$ cat src/rtl/apf_wb_pkg.sv
// apf_wb_pkg: shared types for the APF Wishbone read/write master.
// Holds the FSM state, the queued command record and the byte-swap helpers.
package apf_wb_pkg;

  localparam int WB_ADDR_W = 30;
  localparam int WB_DATA_W = 32;
  localparam int WB_SEL_W  = WB_DATA_W / 8;

  typedef enum logic [1:0] {
    IDLE,
    BUS,
    RESP
  } state_t;

  typedef struct packed {
    logic                 we;
    logic                 swap;
    logic [WB_SEL_W-1:0]  sel;
    logic [WB_ADDR_W-1:0] addr;
    logic [WB_DATA_W-1:0] data;
  } cmd_t;

  function automatic logic [WB_DATA_W-1:0] byte_rev(
    input logic [WB_DATA_W-1:0] d
  );
    logic [WB_DATA_W-1:0] r;
    for (int i = 0; i < WB_SEL_W; i++) begin
      r[8*i +: 8] = d[8*(WB_SEL_W-1-i) +: 8];
    end
    return r;
  endfunction

  function automatic logic [WB_SEL_W-1:0] sel_rev(
    input logic [WB_SEL_W-1:0] s
  );
    logic [WB_SEL_W-1:0] r;
    for (int i = 0; i < WB_SEL_W; i++) begin
      r[i] = s[WB_SEL_W-1-i];
    end
    return r;
  endfunction

endpackage

$ cat src/rtl/apf_wishbone_rw_master_if.sv
// apf_wishbone_rw_master_if: classic Wishbone bus between the
// APF master and the SDRAM/CSR interconnect.
interface apf_wishbone_rw_master_if #(
  parameter int ADDR_W = 30,
  parameter int DATA_W = 32
);

  logic [ADDR_W-1:0]   adr;
  logic [DATA_W-1:0]   dat_w;
  logic [DATA_W-1:0]   dat_r;
  logic [DATA_W/8-1:0] sel;
  logic                cyc;
  logic                stb;
  logic                we;
  logic [2:0]          cti;
  logic [1:0]          bte;
  logic                ack;
  logic                err;

  modport master (
    output adr, dat_w, sel, cyc, stb, we, cti, bte,
    input  dat_r, ack, err
  );

  modport slave (
    input  adr, dat_w, sel, cyc, stb, we, cti, bte,
    output dat_r, ack, err
  );

endinterface

$ cat src/rtl/apf_wb_cmd_fifo.sv
// apf_wb_cmd_fifo: synchronous command FIFO with a registered read port.
// Popped data appears on rd_data the cycle after rd_en.
module apf_wb_cmd_fifo
  import apf_wb_pkg::*;
#(
  parameter int DEPTH = 4
) (
  input  logic clk,
  input  logic reset,
  input  logic wr_en,
  input  cmd_t wr_data,
  input  logic rd_en,
  output cmd_t rd_data,
  output logic full,
  output logic empty
);

  localparam int PW = $clog2(DEPTH);

  cmd_t        mem [DEPTH];
  logic [PW:0] wr_ptr;
  logic [PW:0] rd_ptr;
  logic        do_wr;
  logic        do_rd;

  assign do_wr = wr_en && !full;
  assign do_rd = rd_en && !empty;

  assign empty = (wr_ptr == rd_ptr);
  assign full  = (wr_ptr[PW] != rd_ptr[PW]) &&
                 (wr_ptr[PW-1:0] == rd_ptr[PW-1:0]);

  // Storage array, written at the tail.
  always_ff @(posedge clk) begin
    if (do_wr) begin
      mem[wr_ptr[PW-1:0]] <= wr_data;
    end
  end

  // Pointers and the registered head read.
  always_ff @(posedge clk) begin
    if (reset) begin
      wr_ptr  <= '0;
      rd_ptr  <= '0;
      rd_data <= '0;
    end else begin
      if (do_wr) begin
        wr_ptr <= wr_ptr + 1'b1;
      end
      if (do_rd) begin
        rd_data <= mem[rd_ptr[PW-1:0]];
        rd_ptr  <= rd_ptr + 1'b1;
      end
    end
  end

endmodule

$ cat src/rtl/apf_wishbone_rw_master.sv
// apf_wishbone_rw_master: queued classic-cycle Wishbone master for APF.
// Define APF_WB_TIMEOUT_EN to abort cycles not acked in TIMEOUT_CYCLES.
module apf_wishbone_rw_master
  import apf_wb_pkg::*;
#(
  parameter int ADDR_W         = WB_ADDR_W,
  parameter int DATA_W         = WB_DATA_W,
  parameter int FIFO_DEPTH     = 4,
  parameter int TIMEOUT_CYCLES = 1024
) (
  input  logic                clk_sys,
  input  logic                reset,
  input  logic [ADDR_W-1:0]   base_word,
  input  logic                cmd_valid,
  output logic                cmd_ready,
  input  logic                cmd_we,
  input  logic [ADDR_W-1:0]   cmd_addr,
  input  logic [DATA_W-1:0]   cmd_data,
  input  logic [DATA_W/8-1:0] cmd_sel,
  input  logic                cmd_swap,
  output logic                rsp_valid,
  input  logic                rsp_ready,
  output logic [DATA_W-1:0]   rsp_data,
  output logic                rsp_err,
  output logic                err_sticky,
  output logic                busy,
  apf_wishbone_rw_master_if.master wb
);

  if (ADDR_W != WB_ADDR_W || DATA_W != WB_DATA_W) begin : g_bad_w
    $error("ADDR_W/DATA_W must match apf_wb_pkg");
  end
  if (FIFO_DEPTH < 2 ||
      (FIFO_DEPTH & (FIFO_DEPTH - 1)) != 0) begin : g_bad_depth
    $error("FIFO_DEPTH must be a power of 2, >= 2");
  end
  if (TIMEOUT_CYCLES < 2) begin : g_bad_tmo
    $error("TIMEOUT_CYCLES must be >= 2");
  end

  state_t state;
  cmd_t   wr_cmd;
  cmd_t   rd_cmd;
  logic   full;
  logic   empty;
  logic   pop;
  logic   fetch;
  logic   swap_q;
  logic   tmo_hit;
  logic   abort;
  logic   term;

  assign wr_cmd = '{
    we:   cmd_we,
    swap: cmd_swap,
    sel:  cmd_sel,
    addr: cmd_addr,
    data: cmd_data
  };

  assign cmd_ready = !full;
  assign pop       = (state == IDLE) && !fetch && !empty;
  assign busy      = !empty || fetch || (state != IDLE);
  assign wb.cti    = 3'b000;
  assign wb.bte    = 2'b00;

  apf_wb_cmd_fifo #(
    .DEPTH (FIFO_DEPTH)
  ) u_fifo (
    .clk     (clk_sys),
    .reset   (reset),
    .wr_en   (cmd_valid),
    .wr_data (wr_cmd),
    .rd_en   (pop),
    .rd_data (rd_cmd),
    .full    (full),
    .empty   (empty)
  );

`ifdef APF_WB_TIMEOUT_EN
  localparam int TW = $clog2(TIMEOUT_CYCLES);

  logic [TW-1:0] tmo_cnt;

  assign tmo_hit = (tmo_cnt == TW'(TIMEOUT_CYCLES - 1));

  // Count cycles spent in BUS waiting for a termination.
  always_ff @(posedge clk_sys) begin
    if (reset || state != BUS || wb.ack || wb.err) begin
      tmo_cnt <= '0;
    end else begin
      tmo_cnt <= tmo_cnt + 1'b1;
    end
  end
`else
  assign tmo_hit = 1'b0;
`endif

  // A timeout only counts as an abort when the slave stays silent.
  assign abort = tmo_hit && !wb.ack && !wb.err;
  assign term  = wb.ack || wb.err || tmo_hit;

  // Command sequencer: fetch, one bus cycle, then hold any read response.
  always_ff @(posedge clk_sys) begin
    if (reset) begin
      state      <= IDLE;
      fetch      <= 1'b0;
      swap_q     <= 1'b0;
      wb.cyc     <= 1'b0;
      wb.stb     <= 1'b0;
      wb.we      <= 1'b0;
      wb.adr     <= '0;
      wb.dat_w   <= '0;
      wb.sel     <= '0;
      rsp_valid  <= 1'b0;
      rsp_err    <= 1'b0;
      rsp_data   <= '0;
      err_sticky <= 1'b0;
    end else begin
      unique case (state)
        IDLE: begin
          if (fetch) begin
            fetch    <= 1'b0;
            swap_q   <= rd_cmd.swap;
            wb.cyc   <= 1'b1;
            wb.stb   <= 1'b1;
            wb.we    <= rd_cmd.we;
            wb.adr   <= rd_cmd.addr + base_word;
            wb.dat_w <= rd_cmd.swap ? byte_rev(rd_cmd.data)
                                    : rd_cmd.data;
            wb.sel   <= rd_cmd.swap ? sel_rev(rd_cmd.sel)
                                    : rd_cmd.sel;
            state    <= BUS;
          end else if (pop) begin
            fetch <= 1'b1;
          end
        end
        BUS: begin
          if (term) begin
            wb.cyc <= 1'b0;
            wb.stb <= 1'b0;
            wb.we  <= 1'b0;
            if (wb.err || abort) begin
              err_sticky <= 1'b1;
            end
            if (wb.we) begin
              state <= IDLE;
            end else begin
              rsp_valid <= 1'b1;
              rsp_err   <= wb.err || abort;
              if (abort) begin
                rsp_data <= '0;
              end else begin
                rsp_data <= swap_q ? byte_rev(wb.dat_r) : wb.dat_r;
              end
              state <= RESP;
            end
          end
        end
        RESP: begin
          if (rsp_ready) begin
            rsp_valid <= 1'b0;
            state     <= IDLE;
          end
        end
        default: state <= IDLE;
      endcase
    end
  end

endmodule

$ cat src/flat_wrapper.sv
// flat-port wrapper written by rule: the top's interface ports become plain ports
module apf_wishbone_rw_master_flat import apf_wb_pkg::*;
#(
  parameter int ADDR_W         = WB_ADDR_W,
  parameter int DATA_W         = WB_DATA_W,
  parameter int FIFO_DEPTH     = 4,
  parameter int TIMEOUT_CYCLES = 1024
)
  (clk_sys, reset, base_word, cmd_valid, cmd_ready, cmd_we, cmd_addr, cmd_data, cmd_sel, cmd_swap, rsp_valid, rsp_ready, rsp_data, rsp_err, err_sticky, busy, wb_adr, wb_dat_w, wb_sel, wb_cyc, wb_stb, wb_we, wb_cti, wb_bte, wb_dat_r, wb_ack, wb_err);
  apf_wishbone_rw_master_if #(.ADDR_W(ADDR_W), .DATA_W(DATA_W)) wb_i ();
  input  logic clk_sys;
  input  logic reset;
  input  logic [ADDR_W-1:0] base_word;
  input  logic cmd_valid;
  output logic cmd_ready;
  input  logic cmd_we;
  input  logic [ADDR_W-1:0] cmd_addr;
  input  logic [DATA_W-1:0] cmd_data;
  input  logic [DATA_W/8-1:0] cmd_sel;
  input  logic cmd_swap;
  output logic rsp_valid;
  input  logic rsp_ready;
  output logic [DATA_W-1:0] rsp_data;
  output logic rsp_err;
  output logic err_sticky;
  output logic busy;
  output wire logic [$bits(wb_i.adr)-1:0] wb_adr;
  output wire logic [$bits(wb_i.dat_w)-1:0] wb_dat_w;
  output wire logic [$bits(wb_i.sel)-1:0] wb_sel;
  output wire logic [$bits(wb_i.cyc)-1:0] wb_cyc;
  output wire logic [$bits(wb_i.stb)-1:0] wb_stb;
  output wire logic [$bits(wb_i.we)-1:0] wb_we;
  output wire logic [$bits(wb_i.cti)-1:0] wb_cti;
  output wire logic [$bits(wb_i.bte)-1:0] wb_bte;
  input wire logic [$bits(wb_i.dat_r)-1:0] wb_dat_r;
  input wire logic [$bits(wb_i.ack)-1:0] wb_ack;
  input wire logic [$bits(wb_i.err)-1:0] wb_err;
  assign wb_adr = wb_i.adr;
  assign wb_dat_w = wb_i.dat_w;
  assign wb_sel = wb_i.sel;
  assign wb_cyc = wb_i.cyc;
  assign wb_stb = wb_i.stb;
  assign wb_we = wb_i.we;
  assign wb_cti = wb_i.cti;
  assign wb_bte = wb_i.bte;
  assign wb_i.dat_r = wb_dat_r;
  assign wb_i.ack = wb_ack;
  assign wb_i.err = wb_err;
  apf_wishbone_rw_master #(.ADDR_W(ADDR_W), .DATA_W(DATA_W), .FIFO_DEPTH(FIFO_DEPTH), .TIMEOUT_CYCLES(TIMEOUT_CYCLES)) u_core (.clk_sys(clk_sys), .reset(reset), .base_word(base_word), .cmd_valid(cmd_valid), .cmd_ready(cmd_ready), .cmd_we(cmd_we), .cmd_addr(cmd_addr), .cmd_data(cmd_data), .cmd_sel(cmd_sel), .cmd_swap(cmd_swap), .rsp_valid(rsp_valid), .rsp_ready(rsp_ready), .rsp_data(rsp_data), .rsp_err(rsp_err), .err_sticky(err_sticky), .busy(busy), .wb(wb_i));
endmodule
$ cat config.mk
export PLATFORM = sky130hd
export DESIGN_NAME = apf_wishbone_rw_master_flat
export DESIGN_NICKNAME = d
export VERILOG_FILES = /design/src/rtl/apf_wb_pkg.sv /design/src/rtl/apf_wishbone_rw_master_if.sv /design/src/rtl/apf_wb_cmd_fifo.sv /design/src/rtl/apf_wishbone_rw_master.sv /design/src/flat_wrapper.sv
export SDC_FILE = /design/constraint.sdc
export NUM_CORES = 1
export LEC_CHECK = 0
export CAP_MARGIN = 20
export CELL_PAD_IN_SITES_DETAIL_PLACEMENT = 0
export CELL_PAD_IN_SITES_GLOBAL_PLACEMENT = 2
export CORE_ASPECT_RATIO = 0.9
export CORE_MARGIN = 2
export CORE_UTILIZATION = 41
export DETAILED_ROUTE_END_ITERATION = 10
export PLACE_DENSITY_LB_ADDON = 0.25
export SLEW_MARGIN = 15
export SYNTH_ARGS = -nofsm -noshare
export SYNTH_HDL_FRONTEND = slang
export SYNTH_SLANG_ARGS = --single-unit
$ cat constraint.sdc
create_clock -name clk_sys -period 6.1 [get_ports clk_sys]
set_input_delay 1.22 -clock clk_sys [delete_from_list [all_inputs] [get_ports clk_sys]]
set_output_delay 1.22 -clock clk_sys [all_outputs]
set_load 0.05 [all_outputs]
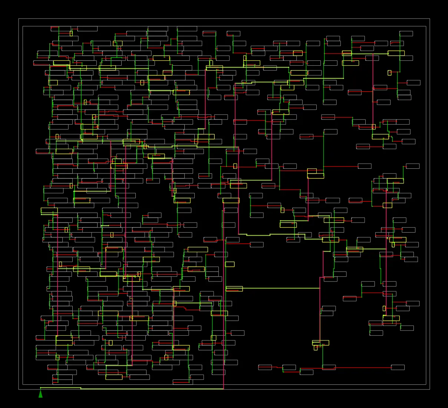
*The clock network, run 1*
Clk. pwr: 0.00285 W
worst clock skew: 0.0111 ns

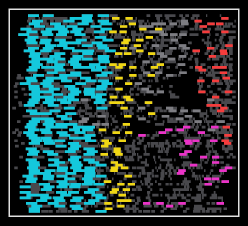
*Sequential cells colored by netlist name, run 1*
Drawn at 1 px/um. Other sequential cells in the stronger gray, the rest of the logic in the fainter gray.
Key: red = u_core.rsp_data [placed flops 32]; magenta = u_core.wb.adr [placed flops 30]; yellow = u_core.u_fifo.rd_data [placed flops 68, where a column down the middle]; cyan = u_core.u_fifo.mem [placed flops 272]

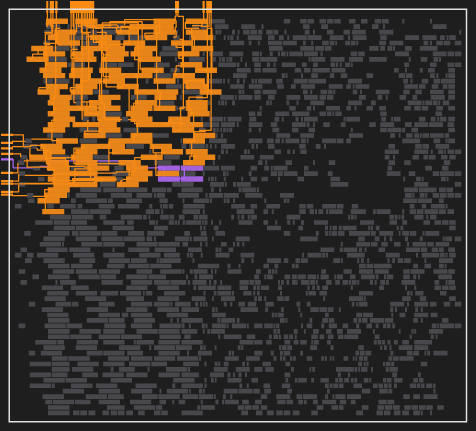
*Port wiring, run 1*
Drawn at 2 px/um.
Key: purple = cmd_we [bits 1, direction input, end cells 4, buffers 1, wire 107 um]; orange = cmd_data [bits 32, direction input, end cells 128, buffers 32, wire 2050 um]

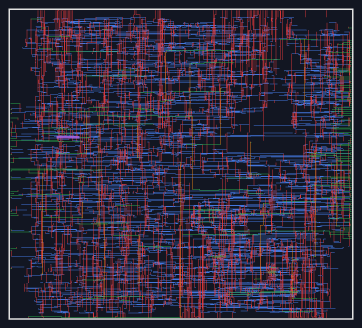
*Routed metal, one color a layer, run 1*
Drawn at 1.5 px/um.
Key: red = met2 [wire length 18500 um]; purple = met5 [wire length 13.8 um]; orange = met4 [wire length 807 um]; blue = met1 [wire length 23.3 mm]; green = met3 [wire length 2450 um]

==> impl_metrics.ini, run 1 <==
; generated from flow reports
[run_status]
status = completed

[route]
ant_nets = 0

[clock_tree]
htreeDepth = 2
hold_buffers = 0
post-cts-setup-buffer-count = 0
numCtsBuffers = 48
cts_resized = 0

[yosys]
ys_warn_count = 0
synthTopCellsByArea = edfxtp_1 (44%), dfxtp_1 (20%), mux4_2 (8.3%), nand2_1 (4.0%), mux2i_1 (3.8%)
top_area_share_pct = 44.1
syn_inst = 1397
yosys_area_um2 = 18500
ys_async_sr_fraction_pct = 0

[finish]
combGateArea_um2 = 6290
drive_above_1_share_pct = 11.4
n_fill_cell = 3928
n_antenna_cell = 0
clkbuf_count = 67
final-clk-cell-share_pct = 6.79
seq_share_pct = 51.4
layout_top_cell = edfxtp_1
final_util_pct = 51.8

[worst_setup_path]
cp.depth = 4
critPathCapture = busy
cpPeakStageDelay_ns = 0.76
ff2ff_setup_slack_ns = 3.21

[sta]
hold_viol_final = 0

[die]
die-area_um2 = 46800

[global_route]
grt_pass1_vias = 11300

[hold_path]
min_path_cells = 2

[placement]
dp_hpwl_um = 30400
port_buffers = 241

[pwr]
powerComb_w = 0.00393
top_power_group = registers
==> run 1: layer usage <==
layer	vias up	routed length (um)	global-route usage [%]
li1	5664	-	-
met1	5633	23300	30.2
met2	303	18500	26.6
met3	47	2450	3.77
met4	2	806	5.39
met5	-	13	0
==> run 1: cell families (layout without fill, tap and decap cells) <==
| group | Yosys count | in the layout | share of synthesized area [%] |
|---|---|---|---|
| AOI/OAI and AO/OA | 269 | 269 | 9.48 |
| xor gates and xnor gates | 24 | 24 | 1.14 |
| adders and majority gates | 35 | 35 | 2.41 |
| buffers and inverters | 104 | 354 | 2.50 |
| DFF | 453 | 453 | 63.7 |
| muxes | 138 | 138 | 12.1 |
| other | 1 | 5 | 0.0203 |
| and+or+nand+nor | 373 | 373 | 8.67 |
### Logic cells by family, run 1

Drawn at 1.5 px/um.
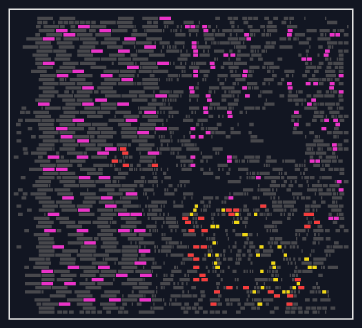

==> run 1 -> run 2 <==
- CORE_UTILIZATION: 41 -> 34
- clock period: 6.1 -> 3.3 ns (I/O delays scaled with it)
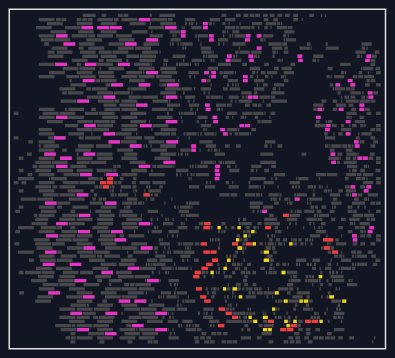
*Logic cells by family, run 2*
Drawn at 1.5 px/um.
Key: red = adder and majority cells [cells 35]; magenta = multiplexers [cells 138, where spread over the die]; yellow = AND-OR and OR-AND gates [cells 34]

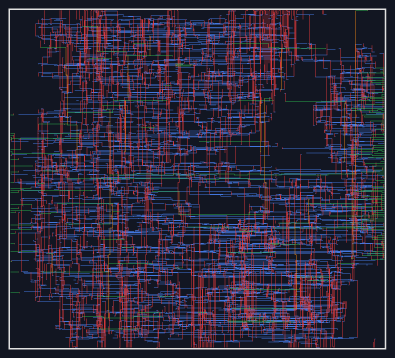
*Routed metal, one color a layer, run 2*
Drawn at 1.5 px/um.
Key: green = met3 [wire length 2680 um]; red = met2 [wire length 19800 um]; orange = met4 [wire length 768 um]; blue = met1 [wire length 24.8 mm]

==> run 2 against run 1 <==
Net effect: non-clock buffer count is 33 higher; register-to-register slack lost 2.7 ns; largest power group unchanged; global-route usage fell by 2.1 points; wire length increased by 6.4%; area after synthesis unchanged.
==> impl_metrics.ini, run 2 <==
; generated from flow reports
[run_status]
status = completed

[route]
wl_met3_um = 2680
drt-met1-wl_um = 24800
routed-wl-met2_um = 19800

[yosys]
yosys_area_um2 = 18500
synthTopCellsByArea = edfxtp_1 (44%), dfxtp_1 (20%), mux4_2 (8.3%), nand2_1 (4.0%), mux2i_1 (3.8%)
syn_inst = 1397

[clock_tree]
hold_buffers = 0
htreeDepth = 2

[sta]
hold_viol_final = 0

[worst_setup_path]
cpPeakStageDelay_ns = 0.50
cp.depth = 11
ff2ff_setup_slack_ns = 0.50

[finish]
drive_above_1_share_pct = 13.7
final_util_pct = 43.6
n_fill_cell = 4920
final-clk-cell-share_pct = 7.19

[die]
die-area_um2 = 56300

[global_route]
grt.busiest_layer = met1
grt_util_met1_pct = 26.2
grt_pass1_vias = 11500

[hold_path]
min_path_cells = 2

[placement]
dp_hpwl_um = 32700
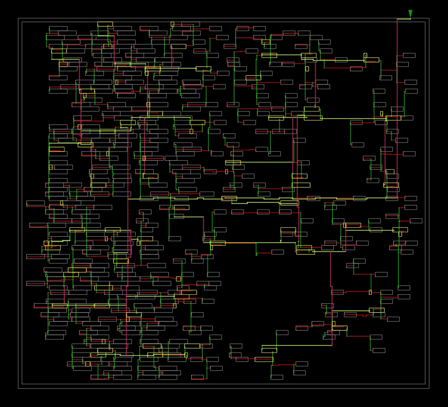
*The clock network, run 2*
Clk. pwr: 0.00565 W
CTS Buf Count: 50
worst clock skew: 0.0198 ns
Worst-Skew Late Latency: 0.59 ns

## run 2: power groups by stage
stage | logic (W) | clock network [W] | registers [W]
floorplan | 0.00390 | 0 | 0.00877
global route | 0.00818 | 0.00607 | 0.00779
finish | 0.00754 | 0.00565 | 0.00766
CTS | 0.00762 | 0.00584 | 0.00768
detailed placement | 0.00761 | 0 | 0.00780
global placement | 0.00761 | 0 | 0.00776
## run 2: kinds of logic after synthesis
logic type	Yosys count	share of synthesized area, %
adders and majority gates	35	2.41
AOI/OAI and AO/OA	269	9.48
buffers and inverters	104	2.50
DFF	453	63.7
and+or+nand+nor	373	8.67
xor gates and xnor gates	24	1.14
other	1	0.0203
muxes	138	12.1
Power and IR drop assume default switching activity.
